--- src/rtl/alu_rr_iterative.sv ---
// RV32/64 integer ALU with an iterative shift-add multiplier and a valid/ready
// handshake on both sides. Base ops answer in one cycle, multiplies in XLEN+1.
module alu_rr_iterative #(
  parameter int XLEN = 32
) (
  input  logic            clock,
  input  logic            reset_n,
  input  logic            in_valid,
  output logic            in_ready,
  input  logic [2:0]      funct3,
  input  logic [6:0]      funct7,
  input  logic [XLEN-1:0] operand_0,
  input  logic [XLEN-1:0] operand_1,
  output logic            out_valid,
  input  logic            out_ready,
  output logic [XLEN-1:0] destination,
  output logic            illegal
);

  localparam int SHW = $clog2(XLEN);

  typedef enum logic [1:0] {IDLE, MUL, HOLD} state_t;

  state_t            state;
  logic [SHW-1:0]    step;
  logic [2*XLEN-1:0] acc;
  logic [XLEN-1:0]   mcand;
  logic              negate;
  logic              want_hi;

  logic              transfer;
  logic              is_base, is_alt, is_mul, legal;
  logic [SHW-1:0]    shamt;
  logic [XLEN-1:0]   base_result;
  logic              sign_0, sign_1;
  logic [XLEN-1:0]   mag_0, mag_1;
  logic [XLEN:0]     partial;
  logic [2*XLEN-1:0] acc_next;
  logic [2*XLEN-1:0] prod;
  logic [XLEN-1:0]   mul_result;

  assign in_ready = reset_n & ((state == IDLE) | ((state == HOLD) & out_ready));
  assign transfer = in_valid & in_ready;

  // Request decode and the single-cycle datapath.
  always_comb begin
    // NOTE: every signal gets a default first so no path leaves it unassigned (no latch).
    base_result = '0;
    is_base     = (funct7 == 7'h00);
    is_alt      = (funct7 == 7'h20) && ((funct3 == 3'd0) || (funct3 == 3'd5));
    is_mul      = (funct7 == 7'h01) && !funct3[2];
    legal       = is_base | is_alt | is_mul;
    shamt       = operand_1[SHW-1:0];
    if (is_base) begin
      case (funct3)
        3'd0:    base_result = operand_0 + operand_1;
        3'd1:    base_result = operand_0 << shamt;
        3'd2:    base_result = {{(XLEN-1){1'b0}}, $signed(operand_0) < $signed(operand_1)};
        3'd3:    base_result = {{(XLEN-1){1'b0}}, operand_0 < operand_1};
        3'd4:    base_result = operand_0 ^ operand_1;
        3'd5:    base_result = operand_0 >> shamt;
        3'd6:    base_result = operand_0 | operand_1;
        default: base_result = operand_0 & operand_1;
      endcase
    end else if (is_alt) begin
      base_result = funct3[2] ? $unsigned($signed(operand_0) >>> shamt)
                              : operand_0 - operand_1;
    end
  end

  // Multiplies run on magnitudes; MULH treats both sides as signed, MULHSU only rs1.
  always_comb begin
    sign_0 = operand_0[XLEN-1] & ((funct3 == 3'd1) || (funct3 == 3'd2));
    sign_1 = operand_1[XLEN-1] & (funct3 == 3'd1);
    mag_0  = sign_0 ? -operand_0 : operand_0;
    mag_1  = sign_1 ? -operand_1 : operand_1;
  end

  // One shift-add step: the multiplier sits in acc's low half and drains out LSB-first.
  always_comb begin
    partial    = {1'b0, acc[2*XLEN-1:XLEN]} + (acc[0] ? {1'b0, mcand} : {(XLEN+1){1'b0}});
    acc_next   = {partial, acc[XLEN-1:1]};
    prod       = negate ? -acc_next : acc_next;
    mul_result = want_hi ? prod[2*XLEN-1:XLEN] : prod[XLEN-1:0];
  end

  always_ff @(posedge clock) begin
    // NOTE: sequential state uses non-blocking assignments so every flop sees pre-edge values.
    if (!reset_n) begin
      state       <= IDLE;
      out_valid   <= 1'b0;
      destination <= '0;
      illegal     <= 1'b0;
      step        <= '0;
      acc         <= '0;
      mcand       <= '0;
      negate      <= 1'b0;
      want_hi     <= 1'b0;
    end else begin
      case (state)
        IDLE, HOLD: begin
          if (transfer) begin
            if (is_mul) begin
              state     <= MUL;
              out_valid <= 1'b0;
              step      <= '0;
              acc       <= {{XLEN{1'b0}}, mag_1};
              mcand     <= mag_0;
              negate    <= sign_0 ^ sign_1;
              want_hi   <= (funct3 != 3'd0);
            end else begin
              state       <= HOLD;
              out_valid   <= 1'b1;
              destination <= base_result;
              illegal     <= !legal;
            end
          end else if ((state == HOLD) && out_ready) begin
            state     <= IDLE;
            out_valid <= 1'b0;
          end
        end
        MUL: begin
          acc  <= acc_next;
          step <= step + SHW'(1);
          if (step == SHW'(XLEN - 1)) begin
            state       <= HOLD;
            out_valid   <= 1'b1;
            destination <= mul_result;
            illegal     <= 1'b0;
          end
        end
        default: begin
          state     <= IDLE;
          out_valid <= 1'b0;
        end
      endcase
    end
  end

endmodule

--- config.mk ---
export PLATFORM = sky130hd
export DESIGN_NAME = alu_rr_iterative
export DESIGN_NICKNAME = d
export VERILOG_FILES = /design/src/rtl/alu_rr_iterative.sv
export SDC_FILE = /design/constraint.sdc
export NUM_CORES = 1
export LEC_CHECK = 0
export CORE_UTILIZATION = 45
export DETAILED_ROUTE_END_ITERATION = 6
export SETUP_SLACK_MARGIN = 0.1
export SLEW_MARGIN = 40
export SYNTH_ARGS = -nofsm -noshare
export SYNTH_HDL_FRONTEND = slang
export SYNTH_SLANG_ARGS = --single-unit
--- constraint.sdc ---
create_clock -name clock -period 5.9 [get_ports clock]
set_input_delay 0.885 -clock clock [delete_from_list [all_inputs] [get_ports clock]]
set_output_delay 0.885 -clock clock [all_outputs]
set_load 0.005 [all_outputs]
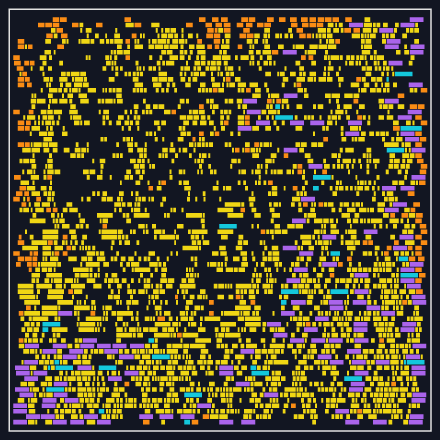
(run_1/cell_classes.png)
(2 px per µm)
cyan -> clock drivers and dummy loads  # cells 32
orange -> other buffers and delay cells  # cells 212
purple -> flip-flops  # cells 138
yellow -> all other logic  # cells 2335
Design Area, Final: 21900 µm²
area of the placeable core: 42320 µm²
sequential fraction of total cell area: 12.63%

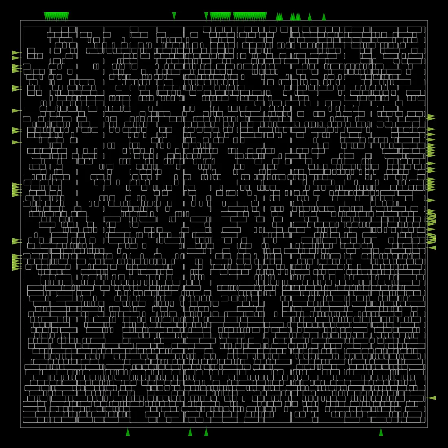
(run_1/final_placement.png)
number of rows in the core area: 75
Filler cells: 4222
tap cells: 577

==> Flow_metrics.wiki, run 1 <==
== Implementation results ==
{| class="wikitable"
! Metric !! Value
|-
| Clk_buf instances || 22
|-
| Overall via count from detail_route || ~23k
|-
| Seq_cells || 138
|-
| Clock network contribution to total cell area || between 2 and 3%
|-
| Routed WL || about 100000 µm
|-
| Number of H-tree levels || 4
|-
| Top sig layer || met5
|-
| Actual slew at the worst max-slew pin || 0.9787 ns
|-
| Biggest cell delay along the critical path || between 0.7 and 0.8 ns
|-
| Core utilization at floorplan || ~46%
|-
| Count of pins on the block boundary || between 100 and 150
|-
| Half-perimeter wire length after detailed placement || roughly 80000 µm
|-
| Reported sequential group power || around 940 µW
|-
| Clock transition time at the flip-flop clock pins of the worst setup and hold paths || about 0.070 ns
|-
| Adder and majority gate portion of the synthesized area || ~8.9%
|-
| WP data required || around 6.3 ns
|-
| Post-synthesis xor/xnor area fraction || 7.952%
|-
| Switch share || between 40 and 50%
|-
| Critical path data arrival time || approximately 6 ns
|-
| Source of the critical timing path || acc[0]
|-
| Global route total overflow || 0
|-
| CTS tree || built
|-
| Wire length of the first global-routing pass || about 150000 µm
|-
| Met3 Routed Length || approximately 12000 µm
|-
| Cell type taking the most area || multi-input combinational cells
|-
| Die boundary height || ~210 µm
|-
| Total clock network power || 1.10 mW
|-
| Length in cells of the worst reg-to-reg path || 14
|-
| Critical Path Sink || destination[24]
|-
| Total number of warnings across the stage logs || between 90 and 100
|-
| Worst reg-to-reg setup slack || roughly 0.34 ns
|-
| Clock latency on the worst-skew pair || about 0.48 ns
|-
| Top-count cell post-synth || a21oi_1
|-
| Routed length per instance || 30.96 µm
|-
| Wire length on met1 || 39430 µm
|-
| Cell seen most often among critical-path stages || or4_1
|-
| Worst min-delay path endpoint || destination[6]
|-
| Nature of the critical path startpoint || flip-flop
|-
| Mean number of vias per cell || 6.891
|-
| Comb area share || a little under three quarters
|-
| Sum of met2 wire segment lengths after detailed routing || between 40000 and 50000 µm
|-
| Iteration-0 DRC count of the detailed router || 3488
|-
| Initial antenna violation count || 7
|-
| Top comb family, area || AND-OR/OR-AND gates
|-
| Source of the worst hold timing path || destination[6]
|-
| Critical path fanouts, max || 33
|-
| Final-layout setup total negative slack || 0 ns
|-
| Fraction of the mapped netlist area in compound gates || 32.56%
|-
| IO buf count || 112
|-
| Yosys warns || 0
|-
| Final critical path time including I/O delays and setup || approximately 5.6 ns
|-
| Status || finished clean
|-
| Flops after synth || approximately 140
|-
| Largest cells by area after synthesis || dfxtp_1 14%, ha_1 8.6%, a21oi_1 6.7%, mux4_2 6.2%, xnor2_1 5.8%
|-
| Cells traversed along the worst timing path || and2_1 -> ha_1 -> fa_1 -> or4_1 -> nor2_1 -> o21ai_0 -> or2_1 -> or4_1 -> nor3_1 -> nand4b_1 -> o41ai_1 -> xnor2_1 -> a21oi_1 -> o31ai_1
|-
| Busiest grt layer || met2
|-
| Nets in the synthesized netlist || 2906
|-
| Inserted Clock Buffers || 17
|-
| Netlist area before placement || about 19000 µm²
|-
| Number of hold-slack violations in the final timing report || 0
|-
| Quantity of hold-fixing buffers added after cts || 0
|-
| CP Capture Type || flip-flop
|-
| Power after layout || 3.346 mW
|-
| Main flop type after synthesis || dfxtp_1
|-
| Die Width || 210.1 µm
|-
| Routability cong. || 1.079
|-
| Startpoint of the lowest-slack register-to-register path || acc[0]
|-
| Post-synthesis cell count from yosys || ~2.7k
|-
| Layout buffering overhead excluding clock cells || ~8.4%
|-
| Reported net switching power || around 1.4 mW
|-
| Top contributor to total power || combinational cells
|-
| Most frequent logic cells in the routed design || 259 x a21oi_1, 239 x nor2_1, 226 x nand2_1
|-
| Via count of the first global-routing pass || roughly 21k
|-
| Standby leakage power || between 8 and 9 nW
|-
| Worst setup path category || flip-flop to flip-flop
|-
| Max IR drop VDD || between 0.15 and 0.2 mV
|-
| Classification of the worst-slack hold path || flip-flop to flip-flop
|-
| Minimum setup slack after placement || approximately 0.54 ns
|-
| Post-synth top area cell || dfxtp_1
|-
| Syn Inst Count || 2691
|-
| Maximum number of pins on one net before global-route repair || 108
|-
| Register area share after synthesis || ~14%
|}
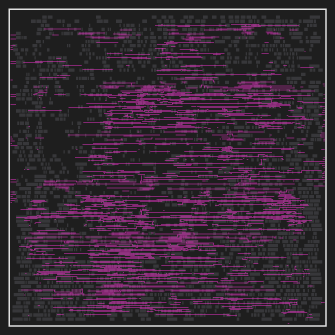
(run_1/met3.png)
(1.5 px per µm) Cells faint in the background.
wire length on this layer = 11700 µm
main direction = horizontal
share of all routed wire = 11%
longest straight run = 120 µm

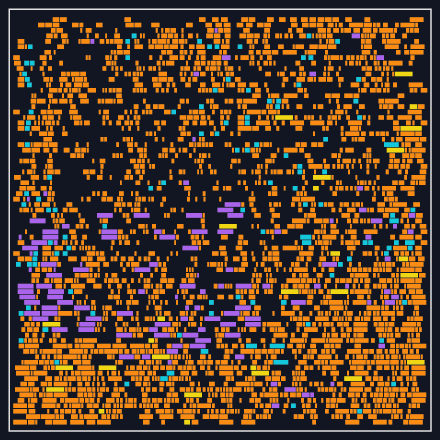
(run_1/drive_strength.png)
(2 px per µm)
purple -> drive 2  # cells 117
yellow -> drive 6 and up  # cells 27
orange -> drive 1 or less  # cells 2460
cyan -> drive 3 to 4  # cells 113
non-clock buffer instance count of the final layout: 212
post-route setup slack: 0.3422 ns
Area growth, synth to finish: 12.35%

-- run 1: worst max-delay path, delay by kind of cell (launching register included) --
kind / cells / cell delay [ns]
xor gates and xnor gates: 1 / 0.32
DFF: 1 / 0.71
and+or+nand+nor: 7 / 2.63
AOI/OAI and AO/OA: 4 / 1.06
adders and majority gates: 2 / 0.73
-- run 1: state kept, by name, indices dropped and copies added, names as in the netlist --
signal	flops
acc	64
out_valid	1
illegal	1
step	5
destination	32
negate	1
want_hi	1
mcand	32
state	1
-- run 1: through the flow --
stage	utilization (%)	std cells	hold slack [ns]
final	51.75	3297	0.4665
after detailed placement	50.31	3261	0.4597
after CTS	51.66	3293	0.4694
after floorplan	-	2691	0.4363
after global placement	50.22	3259	0.4503
after global routing	51.74	3294	0.5011
==> run_1/registers.png <==
(2 px per µm) Other sequential cells in the stronger grey, the rest of the logic in the fainter grey.
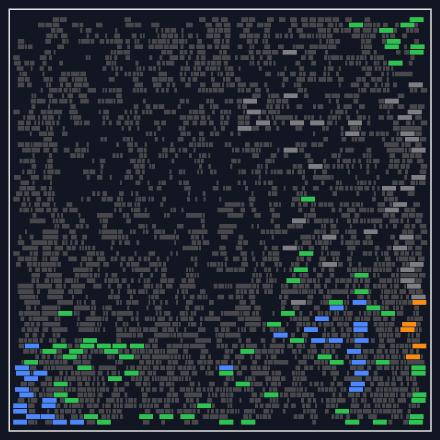

==> run 1 -> run 2 <==
- CORE_MARGIN: unset -> 8
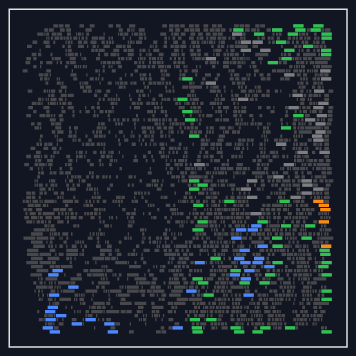
(run_2/registers.png)
(1.5 px per µm) Other sequential cells in the stronger grey, the rest of the logic in the fainter grey.
green -> acc  # flops 64
orange -> step  # flops 5, where middle right
blue -> mcand  # flops 32
not coloured = 37

==> run 2 against run 1 <==
  * The flow now finishes with violations (DRC)
  * Sequential cell count did not move
  * Largest power group unchanged
  * Utilization fell by 0.47 points
  * Clock power grew 5%
  * Critical endpoint is now destination[30]
==> Flow_metrics.wiki, run 2 <==
== Implementation results ==
{| class="wikitable"
! Metric !! Value
|-
| Non-clock buffer instance count of the final layout || 218 (was 212)
|-
| WP data required || 6.29 ns (was 6.30 ns)
|-
| Final-layout setup total negative slack || 0 ns (unchanged)
|-
| Standby leakage power || 8.847 nW (was 8.811 nW)
|-
| Sum of buffers and inverters on the critical path || 3 (was 0)
|-
| Total clock network power || 1.16 mW (was 1.10 mW)
|-
| Clock network contribution to total cell area || 2.719% (was 2.605%)
|-
| Routed WL || 103400 µm (was 102100 µm)
|-
| Power after layout || 3.438 mW (was 3.346 mW)
|-
| Critical path data arrival time || 5.35 ns (was 5.96 ns)
|-
| Comb area share || 70.90% (was 71.22%)
|-
| Post-Route Utilization || 51.28% (was 51.75%)
|-
| Final critical path time including I/O delays and setup || 4.961 ns (was 5.558 ns)
|-
| Number of H-tree levels || 4 (unchanged)
|-
| Inserted Clock Buffers || 17 (unchanged)
|-
| Switch share || 40.12% (was 40.45%)
|-
| Maximum number of pins on one net before global-route repair || 82 (was 108)
|-
| Instance count on the critical path || 15 (was 14)
|-
| Reported net switching power || 1.379 mW (was 1.354 mW)
|-
| Actual slew at the worst max-slew pin || 0.9030 ns (was 0.9787 ns)
|-
| Netlist area before placement || 19490 µm² (unchanged)
|-
| Top comb family, area || AND-OR/OR-AND gates (unchanged)
|-
| CP Capture Type || flip-flop (unchanged)
|-
| Clock latency on the worst-skew pair || 0.49 ns (was 0.48 ns)
|-
| Clock transition time at the flip-flop clock pins of the worst setup and hold paths || 0.07 ns (about the same)
|-
| Syn Inst Count || 2691 (unchanged)
|-
| Kind of cell adding the most delay to the critical path || AND-OR/OR-AND gates (was simple AND/OR/NAND/NOR gates)
|-
| Area of the placeable core || 42890 µm² (was 42320 µm²)
|-
| Global route total overflow || 0 (unchanged)
|-
| Via count of the first global-routing pass || 21.14k (was 21.07k)
|-
| Post-synthesis cell count from yosys || 2691 (unchanged)
|-
| Source of the worst hold timing path || destination[24] (was destination[6])
|-
| Overall via count from detail_route || 22.88k (was 22.72k)
|-
| Fraction of the mapped netlist area in compound gates || 32.56% (unchanged)
|-
| P_int || 2.059 mW (was 1.993 mW)
|-
| Max IR drop VDD || 0.2428 mV (was 0.1786 mV)
|-
| Top-count cell post-synth || a21oi_1 (unchanged)
|-
| Largest cells by area after synthesis || dfxtp_1 14%, ha_1 8.6%, a21oi_1 6.7%, mux4_2 6.2%, xnor2_1 5.8% (unchanged)
|-
| Source of the critical timing path || operand_0[2] (was acc[0])
|-
| Post-synth top area cell || dfxtp_1 (unchanged)
|-
| Initial antenna violation count || 2 (was 7)
|-
| Critical path fanouts, max || 13 (was 33)
|-
| Adder and majority gate portion of the synthesized area || 8.908% (unchanged)
|-
| Main flop type after synthesis || dfxtp_1 (unchanged)
|-
| Worst reg-to-reg setup slack || 1.00 ns (was 0.34 ns)
|-
| Final routed DRC violation total || 21 (was 0)
|-
| Failing checks || DRC
|-
| Nets in the synthesized netlist || 2906 (unchanged)
|-
| Clk_buf instances || 19 (was 22)
|-
| Number of hold-slack violations in the final timing report || 0 (unchanged)
|-
| Tap cells || 585 (was 577)
|-
| Setup clock skew after layout || 0.01615 ns (was 0.01043 ns)
|-
| Most frequent logic cells in the routed design || 260 x a21oi_1, 239 x nor2_1, 224 x nand2_1 (was 259 x a21oi_1, 239 x nor2_1, 226 x nand2_1)
|-
| Classification of the worst-slack hold path || flip-flop to flip-flop (unchanged)
|-
| Core utilization at floorplan || 45.46% (was 46.06%)
|-
| Fraction of registers with async set or reset after synthesis || 0% (unchanged)
|-
| Status || complete, but fails checks (was finished clean)
|-
| Critical Path Sink || destination[30] (was destination[24])
|-
| Post-route setup slack || 0.9390 ns (was 0.3422 ns)
|-
| Sequential fraction of total cell area || 12.58% (was 12.63%)
|-
| Worst setup path category || input pin to flip-flop (was flip-flop to flip-flop)
|-
| Half-perimeter wire length after detailed placement || 79230 µm (was 79670 µm)
|-
| Top contributor to total power || combinational cells (unchanged)
|-
| Die Width || 224.1 µm (was 210.1 µm)
|-
| Post-synthesis xor/xnor area fraction || 7.952% (unchanged)
|-
| Routed length per instance || 31.25 µm (was 30.96 µm)
|-
| Worst min-delay path endpoint || destination[24] (was destination[6])
|-
| Wire length of the first global-routing pass || 148000 µm (was 146400 µm)
|-
| Number of flip-flops under the largest register name || 64 (unchanged)
|-
| Length in cells of the worst reg-to-reg path || 14 (unchanged)
|-
| Die boundary height || 224.1 µm (was 210.1 µm)
|-
| Iteration-0 DRC count of the detailed router || 3509 (was 3488)
|-
| Cells traversed along the worst timing path || clkdlybuf4s50_1 -> inv_1 -> ha_1 -> a21o_1 -> a21oi_1 -> o31a_1 -> nor3_1 -> nor3_1 -> o41ai_1 -> buf_4 -> o21ai_0 -> mux2_2 -> nor2_1 -> nor2_1 -> o41ai_2 (was and2_1 -> ha_1 -> fa_1 -> or4_1 -> nor2_1 -> o21ai_0 -> or2_1 -> or4_1 -> nor3_1 -> nand4b_1 -> o41ai_1 -> xnor2_1 -> a21oi_1 -> o31ai_1)
|-
| Area growth, synth to finish || 12.82% (was 12.35%)
|-
| Register area share after synthesis || 14.17% (unchanged)
|-
| Startpoint of the lowest-slack register-to-register path || acc[0] (unchanged)
|-
| Nature of the critical path startpoint || input pin (was flip-flop)
|-
| Quantity of hold-fixing buffers added after cts || 0 (unchanged)
|-
| Filler cells || 4231 (was 4222)
|-
| Reported sequential group power || 940 µW (was 941 µW)
|-
| Mean number of vias per cell || 6.913 (was 6.891)
|-
| Count of pins on the block boundary || 113 (unchanged)
|-
| Register with the most flip-flops || acc (unchanged)
|-
| Flops after synth || 138 (unchanged)
|-
| IO buf count || 112 (unchanged)
|-
| Routability cong. || 1.123 (was 1.079)
|-
| Minimum setup slack after placement || 0.7091 ns (was 0.5422 ns)
|-
| Biggest cell delay along the critical path || 0.72 ns (was 0.71 ns)
|-
| Seq_cells || 138 (unchanged)
|-
| Cell type taking the most area || multi-input combinational cells (unchanged)
|-
| Worst hold slack across all endpoints || 0.4666 ns (was 0.4665 ns)
|-
| Total number of warnings across the stage logs || 91 (was 94)
|-
| Yosys warns || 0 (unchanged)
|-
| Top flop regs || acc: 64 flops, destination: 32 flops, mcand: 32 flops (unchanged)
|}
[run 2: metrics by stage]
step,cell area [µm²],cells
final,21990,3310
after global routing,21990,3308
after global placement,21320,3275
after floorplan,19490,2691
after CTS,21950,3308
after detailed placement,21350,3276
[run 2: layer usage]
metal	global-route usage [%]	vias up	routed length, µm
li1	-	9950	-
met1	50.27	10920	40340
met2	60.48	1655	44170
met3	9.260	356	11010
met4	24.94	0	7909
met5	0	-	0
[run 2: cell families (layout without fill, tap and decap cells)]
logic type / Yosys count / in the layout
adder cells (fa/ha/maj): 137 / 137
AND/OR/NAND/NOR: 832 / 832
other: 0 / 2
AND-OR/OR-AND: 969 / 969
XOR/XNOR: 177 / 177
buffers and inverters: 323 / 355
flip-flops: 138 / 138
multiplexers: 115 / 115
No activity file was given, so power comes from the tool's default toggle rates.
